==> images/logic_types.png <==
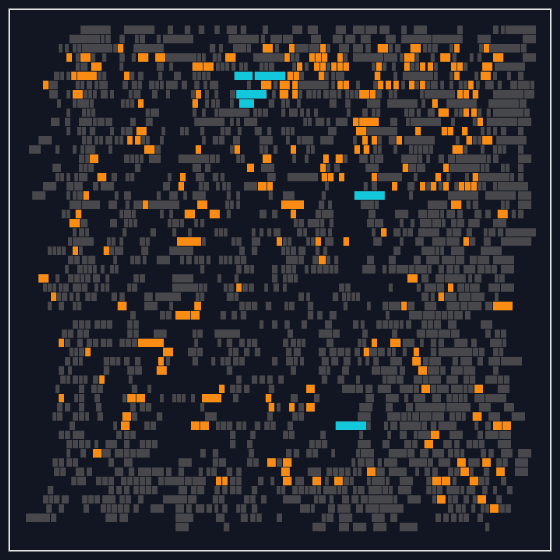
==> images/clocks.png <==
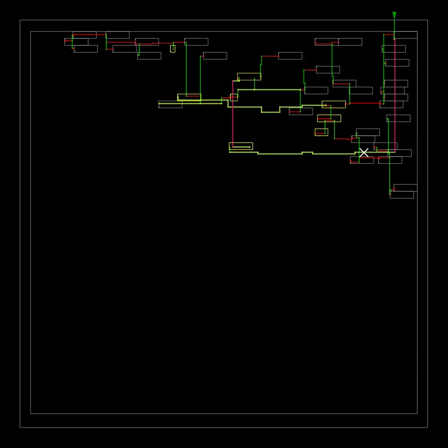
==> images/io_fan.png <==
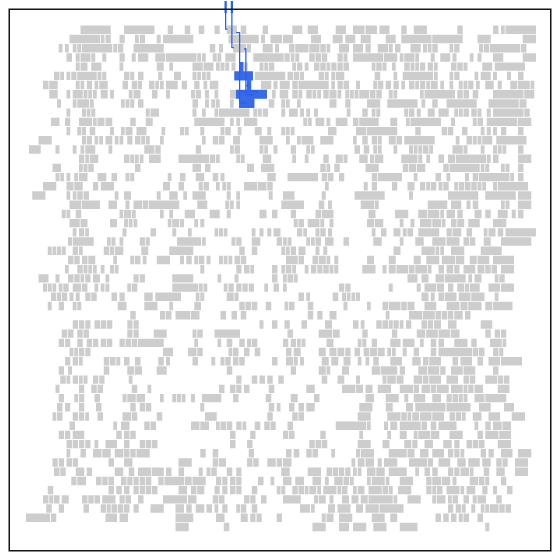
==> images/clk_routes.png <==
The bar under the picture is 50 microns long.
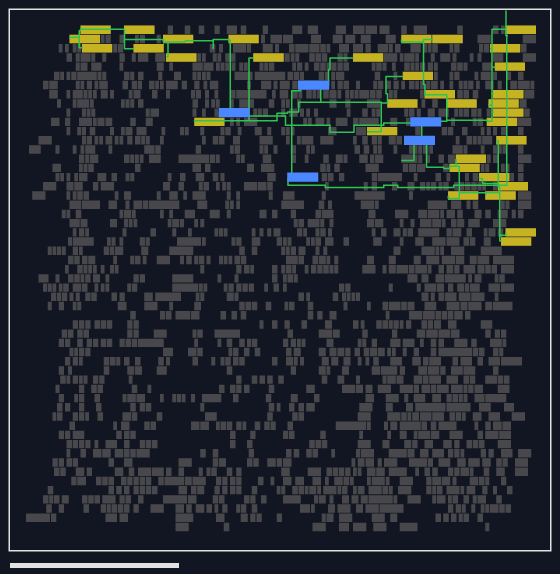
==> images/wires.png <==
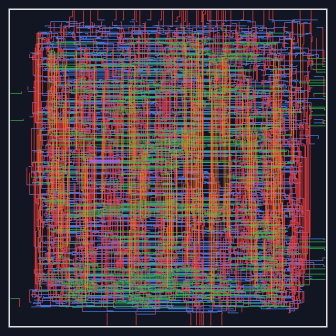
## src/rtl/operand_shifter_pkg.sv

```systemverilog
// Shared types and constants for the operand-2 barrel shifter.
// Combinational helpers only; no latency.
// No flow control lives here.
package operand_shifter_pkg;

  localparam int unsigned DATA_W = 32;

  typedef logic [DATA_W-1:0] word_t;

  localparam logic [1:0] SHIFT_LSL = 2'd0;
  localparam logic [1:0] SHIFT_LSR = 2'd1;
  localparam logic [1:0] SHIFT_ASR = 2'd2;
  localparam logic [1:0] SHIFT_ROR = 2'd3;

  typedef enum logic [1:0] {
    IDLE    = 2'd0,
    RS_WAIT = 2'd1,
    OUT     = 2'd2
  } state_t;

  // Rotate right by 0..31; n=0 returns the value untouched because v<<32 is zero.
  function automatic word_t ror32(word_t v, logic [4:0] n);
    logic [5:0] left;
    left = 6'd32 - {1'b0, n};
    return (v >> n) | (v << left);
  endfunction

endpackage

```

## src/rtl/operand_shifter_if.sv

```systemverilog
// Request/response bundle between register bank, shifter and ALU.
// Pure wiring; no latency.
// Valid/ready on both request and result sides; rs_valid is a one-way strobe.
interface operand_shifter_if;
  import operand_shifter_pkg::*;

  logic        in_valid;
  logic        in_ready;
  word_t       operand;
  logic [1:0]  shift_type;
  logic [4:0]  shift_imm;
  logic        shift_by_reg;
  logic        carry_in;
  logic        rs_valid;
  word_t       rs_data;
  logic        out_valid;
  logic        out_ready;
  word_t       out_data;
  logic        out_carry;

  // Requester / result consumer side.
  modport master (
    output in_valid, operand, shift_type, shift_imm, shift_by_reg, carry_in,
    output rs_valid, rs_data, out_ready,
    input  in_ready, out_valid, out_data, out_carry
  );

  // Shifter stage side.
  modport slave (
    input  in_valid, operand, shift_type, shift_imm, shift_by_reg, carry_in,
    input  rs_valid, rs_data, out_ready,
    output in_ready, out_valid, out_data, out_carry
  );
endinterface

```

## src/rtl/operand_shifter_shift_core.sv

```systemverilog
// ARM barrel shifter datapath: LSL/LSR/ASR/ROR/RRX for immediate and register amounts.
// Purely combinational, zero latency.
// No flow control; the caller registers the result.
// Register-amount rules are only built with OPERAND_SHIFTER_REG_AMOUNT_EN.
module shift_core
  import operand_shifter_pkg::*;
(
  input  word_t       operand,
  input  logic [1:0]  shift_type,
  input  logic [7:0]  amount,
  input  logic        is_imm,
  input  logic        carry_in,
  output word_t       data,
  output logic        carry
);

  logic [4:0]  n5;
  logic [32:0] lsl_w;
  logic [32:0] lsr_w;
  logic [32:0] asr_w;
  word_t       rot;

  assign n5 = amount[4:0];
  // Extra bit on each shift catches the last bit shifted out as the carry.
  assign lsl_w = {1'b0, operand} << n5;
  assign lsr_w = {operand, 1'b0} >> n5;
  assign asr_w = 33'($signed({operand, 1'b0}) >>> n5);
  assign rot   = ror32(operand, n5);

`ifndef OPERAND_SHIFTER_REG_AMOUNT_EN
  // Only the immediate path exists in this build.
  wire unused_reg_amount = ^{is_imm, amount[7:5]};
`endif

  // Select the result and carry according to shift type and amount encoding.
  always_comb begin
    data  = operand;
    carry = carry_in;
`ifdef OPERAND_SHIFTER_REG_AMOUNT_EN
    if (is_imm) begin
`endif
      if (n5 == 5'd0) begin
        // Zero immediates re-encode LSR/ASR #32 and RRX.
        unique case (shift_type)
          SHIFT_LSL: begin
            data  = operand;
            carry = carry_in;
          end
          SHIFT_LSR: begin
            data  = '0;
            carry = operand[31];
          end
          SHIFT_ASR: begin
            data  = {DATA_W{operand[31]}};
            carry = operand[31];
          end
          default: begin
            data  = {carry_in, operand[31:1]};
            carry = operand[0];
          end
        endcase
      end else begin
        unique case (shift_type)
          SHIFT_LSL: begin
            data  = lsl_w[31:0];
            carry = lsl_w[32];
          end
          SHIFT_LSR: begin
            data  = lsr_w[32:1];
            carry = lsr_w[0];
          end
          SHIFT_ASR: begin
            data  = asr_w[32:1];
            carry = asr_w[0];
          end
          default: begin
            data  = rot;
            carry = rot[31];
          end
        endcase
      end
`ifdef OPERAND_SHIFTER_REG_AMOUNT_EN
    end else if (amount != 8'd0) begin
      // Register amounts use the full byte; zero leaves operand and carry alone.
      unique case (shift_type)
        SHIFT_LSL: begin
          if (amount[7:5] != 3'd0) begin
            data  = '0;
            carry = (amount == 8'd32) ? operand[0] : 1'b0;
          end else begin
            data  = lsl_w[31:0];
            carry = lsl_w[32];
          end
        end
        SHIFT_LSR: begin
          if (amount[7:5] != 3'd0) begin
            data  = '0;
            carry = (amount == 8'd32) ? operand[31] : 1'b0;
          end else begin
            data  = lsr_w[32:1];
            carry = lsr_w[0];
          end
        end
        SHIFT_ASR: begin
          if (amount[7:5] != 3'd0) begin
            data  = {DATA_W{operand[31]}};
            carry = operand[31];
          end else begin
            data  = asr_w[32:1];
            carry = asr_w[0];
          end
        end
        default: begin
          // Multiples of 32 rotate back onto themselves but still expose bit 31.
          if (n5 == 5'd0) begin
            data  = operand;
            carry = operand[31];
          end else begin
            data  = rot;
            carry = rot[31];
          end
        end
      endcase
    end
`endif
  end

endmodule

```

## src/rtl/operand_shifter.sv

```systemverilog
// Operand-2 stage: applies ARM shifts to the B bus and registers operand plus carry.
// Latency: 1 cycle for immediate shifts; register shifts complete on the rs_valid edge.
// Result holds while out_ready=0; a new request is taken in the cycle the result drains.
// OPERAND_SHIFTER_REG_AMOUNT_EN enables shift-by-register (RS_WAIT state and capture regs).
module operand_shifter
  import operand_shifter_pkg::*;
(
  input  logic clk,
  input  logic rst_n,
  operand_shifter_if.slave bus
);

  state_t     state_q;
  state_t     state_d;
  word_t      out_data_q;
  logic       out_carry_q;
  logic       by_reg;
  logic       load_out;
  logic       capture;
  logic       accept;

  word_t      core_operand;
  logic [1:0] core_type;
  logic [7:0] core_amount;
  logic       core_is_imm;
  logic       core_carry_in;
  word_t      core_data;
  logic       core_carry;

`ifdef OPERAND_SHIFTER_REG_AMOUNT_EN
  word_t      cap_operand_q;
  logic [1:0] cap_type_q;
  logic       cap_carry_q;
  logic       in_rs_wait;

  assign by_reg     = bus.shift_by_reg;
  assign in_rs_wait = (state_q == RS_WAIT);

  // While waiting for Rs the core works on the captured request and the A-bus byte.
  assign core_operand  = in_rs_wait ? cap_operand_q : bus.operand;
  assign core_type     = in_rs_wait ? cap_type_q    : bus.shift_type;
  assign core_carry_in = in_rs_wait ? cap_carry_q   : bus.carry_in;
  assign core_amount   = in_rs_wait ? bus.rs_data[7:0] : {3'b000, bus.shift_imm};
  assign core_is_imm   = ~in_rs_wait;

  // Hold the request fields until the Rs read completes.
  always_ff @(posedge clk or negedge rst_n) begin
    if (!rst_n) begin
      cap_operand_q <= '0;
      cap_type_q    <= SHIFT_LSL;
      cap_carry_q   <= 1'b0;
    end else if (capture) begin
      cap_operand_q <= bus.operand;
      cap_type_q    <= bus.shift_type;
      cap_carry_q   <= bus.carry_in;
    end
  end

  wire unused_rs_data = ^bus.rs_data[31:8];
`else
  assign by_reg        = 1'b0;
  assign core_operand  = bus.operand;
  assign core_type     = bus.shift_type;
  assign core_carry_in = bus.carry_in;
  assign core_amount   = {3'b000, bus.shift_imm};
  assign core_is_imm   = 1'b1;

  wire unused_rs = ^{bus.rs_valid, bus.rs_data, bus.shift_by_reg, capture};
`endif

  shift_core u_core (
    .operand    (core_operand),
    .shift_type (core_type),
    .amount     (core_amount),
    .is_imm     (core_is_imm),
    .carry_in   (core_carry_in),
    .data       (core_data),
    .carry      (core_carry)
  );

  // Next-state and handshake decode; accept covers both IDLE and a draining OUT.
  always_comb begin
    state_d     = state_q;
    load_out    = 1'b0;
    capture     = 1'b0;
    accept      = 1'b0;
    bus.in_ready = 1'b0;
    unique case (state_q)
      IDLE: begin
        bus.in_ready = 1'b1;
        accept       = bus.in_valid;
      end
`ifdef OPERAND_SHIFTER_REG_AMOUNT_EN
      RS_WAIT: begin
        if (bus.rs_valid) begin
          load_out = 1'b1;
          state_d  = OUT;
        end
      end
`endif
      OUT: begin
        if (bus.out_ready) begin
          bus.in_ready = 1'b1;
          accept       = bus.in_valid;
          state_d      = IDLE;
        end
      end
      default: state_d = IDLE;
    endcase
    if (accept) begin
      if (by_reg) begin
        capture = 1'b1;
        state_d = RS_WAIT;
      end else begin
        load_out = 1'b1;
        state_d  = OUT;
      end
    end
  end

  // State register.
  always_ff @(posedge clk or negedge rst_n) begin
    if (!rst_n) state_q <= IDLE;
    else        state_q <= state_d;
  end

  // Result registers only move on a load, so they are stable under backpressure.
  always_ff @(posedge clk or negedge rst_n) begin
    if (!rst_n) begin
      out_data_q  <= '0;
      out_carry_q <= 1'b0;
    end else if (load_out) begin
      out_data_q  <= core_data;
      out_carry_q <= core_carry;
    end
  end

  assign bus.out_valid = (state_q == OUT);
  assign bus.out_data  = out_data_q;
  assign bus.out_carry = out_carry_q;

endmodule

```

## src/flat_wrapper.sv

```systemverilog
// flat-port wrapper written by rule: the top's interface ports become plain ports
module operand_shifter_flat import operand_shifter_pkg::*;
  (clk, rst_n, bus_in_valid, bus_operand, bus_shift_type, bus_shift_imm, bus_shift_by_reg, bus_carry_in, bus_rs_valid, bus_rs_data, bus_out_ready, bus_in_ready, bus_out_valid, bus_out_data, bus_out_carry);
  operand_shifter_if bus_i ();
  input  logic clk;
  input  logic rst_n;
  input wire logic [$bits(bus_i.in_valid)-1:0] bus_in_valid;
  input wire logic [$bits(bus_i.operand)-1:0] bus_operand;
  input wire logic [$bits(bus_i.shift_type)-1:0] bus_shift_type;
  input wire logic [$bits(bus_i.shift_imm)-1:0] bus_shift_imm;
  input wire logic [$bits(bus_i.shift_by_reg)-1:0] bus_shift_by_reg;
  input wire logic [$bits(bus_i.carry_in)-1:0] bus_carry_in;
  input wire logic [$bits(bus_i.rs_valid)-1:0] bus_rs_valid;
  input wire logic [$bits(bus_i.rs_data)-1:0] bus_rs_data;
  input wire logic [$bits(bus_i.out_ready)-1:0] bus_out_ready;
  output wire logic [$bits(bus_i.in_ready)-1:0] bus_in_ready;
  output wire logic [$bits(bus_i.out_valid)-1:0] bus_out_valid;
  output wire logic [$bits(bus_i.out_data)-1:0] bus_out_data;
  output wire logic [$bits(bus_i.out_carry)-1:0] bus_out_carry;
  assign bus_i.in_valid = bus_in_valid;
  assign bus_i.operand = bus_operand;
  assign bus_i.shift_type = bus_shift_type;
  assign bus_i.shift_imm = bus_shift_imm;
  assign bus_i.shift_by_reg = bus_shift_by_reg;
  assign bus_i.carry_in = bus_carry_in;
  assign bus_i.rs_valid = bus_rs_valid;
  assign bus_i.rs_data = bus_rs_data;
  assign bus_i.out_ready = bus_out_ready;
  assign bus_in_ready = bus_i.in_ready;
  assign bus_out_valid = bus_i.out_valid;
  assign bus_out_data = bus_i.out_data;
  assign bus_out_carry = bus_i.out_carry;
  operand_shifter u_core (.clk(clk), .rst_n(rst_n), .bus(bus_i));
endmodule
```

## config.mk

```make
export PLATFORM = sky130hd
export DESIGN_NAME = operand_shifter_flat
export DESIGN_NICKNAME = d
export VERILOG_FILES = /design/src/rtl/operand_shifter_pkg.sv /design/src/rtl/operand_shifter_if.sv /design/src/rtl/operand_shifter_shift_core.sv /design/src/rtl/operand_shifter.sv /design/src/flat_wrapper.sv
export SDC_FILE = /design/constraint.sdc
export NUM_CORES = 1
export LEC_CHECK = 0
export ABC_AREA = 1
export CELL_PAD_IN_SITES_DETAIL_PLACEMENT = 0
export CELL_PAD_IN_SITES_GLOBAL_PLACEMENT = 1
export CORE_MARGIN = 4
export CORE_UTILIZATION = 35
export CTS_CLUSTER_DIAMETER = 80
export DETAILED_ROUTE_END_ITERATION = 6
export GPL_TIMING_DRIVEN = 0
export PLACE_DENSITY_LB_ADDON = 0.1
export SLEW_MARGIN = 0
export SYNTH_ARGS = -nofsm -noshare
export SYNTH_HDL_FRONTEND = slang
export SYNTH_SLANG_ARGS = --single-unit
export TNS_END_PERCENT = 10
```

## constraint.sdc

```tcl
create_clock -name clk -period 1.18 [get_ports clk]
set_clock_uncertainty 0.1 [all_clocks]
set_input_delay 0.354 -clock clk [delete_from_list [all_inputs] [get_ports clk]]
set_output_delay 0.354 -clock clk [all_outputs]
set_load 0.01 [all_outputs]
```

==> deck_impl_summary.md <==
Implementation Results

STA
  • RSZ-0062 raised after global routing: true
  • Worst setup margin: -1.189 ns
  • Final min period: 2.369 ns
  • TNS Setup: -35.85 ns
  • Count of final setup violators: 68
  • Fmax: 422.1 MHz

GRT
  • Largest net degree at the start of global routing: 35
  • Initial antenna violation count: 1
  • Met3 GRT Util: 0.1362
  • Grt ovf: 0
  • Global-route wire length before repair: 79630 microns
  • Most used routing layer in global routing: met2

Finish
  • Sequential cell area: 850.8 sq um
  • Nonclk buf count: 226
  • Non-clock buffer share: 0.1815
  • Top cell category: combinational gates
  • ANT cells: 0
  • Layout Nets: 1706
  • Commonest Layout Cell: nand3_1
  • Fillers: 2452

Setup path
  • Top cell family by delay on the critical path: AND-OR/OR-AND gates
  • Worst path max stage delay: 0.52 ns
  • Reg2reg setup slack: -0.52 ns
  • CP Depth: 11
  • Reg2reg end: u_core.bus.out_data[15]
  • Critical path arrival: 2.49 ns
  • Worst Path Class, Setup: in2reg

Hold path
  • Hold WC Path Type: in2async

Logic synthesis
  • Seq share, synth: 0.1059
  • Yosys stat area: 8036 sq um
  • Dominant flop cell: dfrtp_1
  • Xor+xnor area frac: 0
  • Top cell type by total area after synthesis: nand3_1
  • Area leader share: 0.2834

Run
  • Max cap viols: 0

Power
  • Clock Power Share: 0.157
  • Seq pwr share: 0.170
  • Max rail drop VDD: 0.0004858 V
  • Part of the power in combinational logic: 0.673

Drt
  • DRT iter0 DRCs: 2013
  • Top layer in use: met5
  • DRC violations left: 5
  • Final ANT Viol Nets: 0

Clocking
  • Clk_lat worst skew: 0.29 ns
  • Post-CTS Setup Repair Bufs: 31
  • Clock transition at path regs: 0.06 ns
  • Post_cts resized: 426

Floorplanning
  • Area of the core: 22640 sq um
  • Number of I/O pins: 113
  • Die y size: 159.5 microns

Placed design
  • # port buffers: 75
  • Setup WS pre-CTS: -2.488 ns

Status
  • Failing checks: design-rule violations, negative setup slack
  • Status: complete, but fails checks
Notes on logic_types.png above:
legend:
  orange:
    family: aoi and oai cells
    cells: 208
    most_used: a21oi_1
    where: widely spread
  cyan:
    family: fa/ha/maj cells
    cells: 6
    most_used: ha_4
    where: north
Comb area share: 0.6682
Non-Filler Instances: 1908

Notes on clocks.png above:
registers: 34
clock group power: 1.40 mW
CTS Buf Count: 5
Clock buffer cells: 6

Notes on io_fan.png above:
legend:
  blue:
    port: bus_shift_type
    bits: 2
    direction: input
    edge: north
    end_cells: 5
    buffers: 2
    wire: 63.4 microns

Notes on clk_routes.png above:
legend:
  green:
    item: clock wires
    length: 655 microns
  blue:
    item: clock drivers
    count: 5
  yellow:
    item: flip-flops
    count: 34
routed clock nets: 6

Notes on wires.png above:
legend:
  blue:
    layer: metal 1
    wire_length: 21.3 mm
  orange:
    layer: metal 4
    wire_length: 4890 microns
  red:
    layer: metal 2
    wire_length: 22.2 mm
  purple:
    layer: metal 5
    wire_length: 13.8 microns
  green:
    layer: metal 3
    wire_length: 7790 microns
Vias: 12580
WL final: 56190 microns

No activity file was given, so power comes from the tool's default toggle rates.
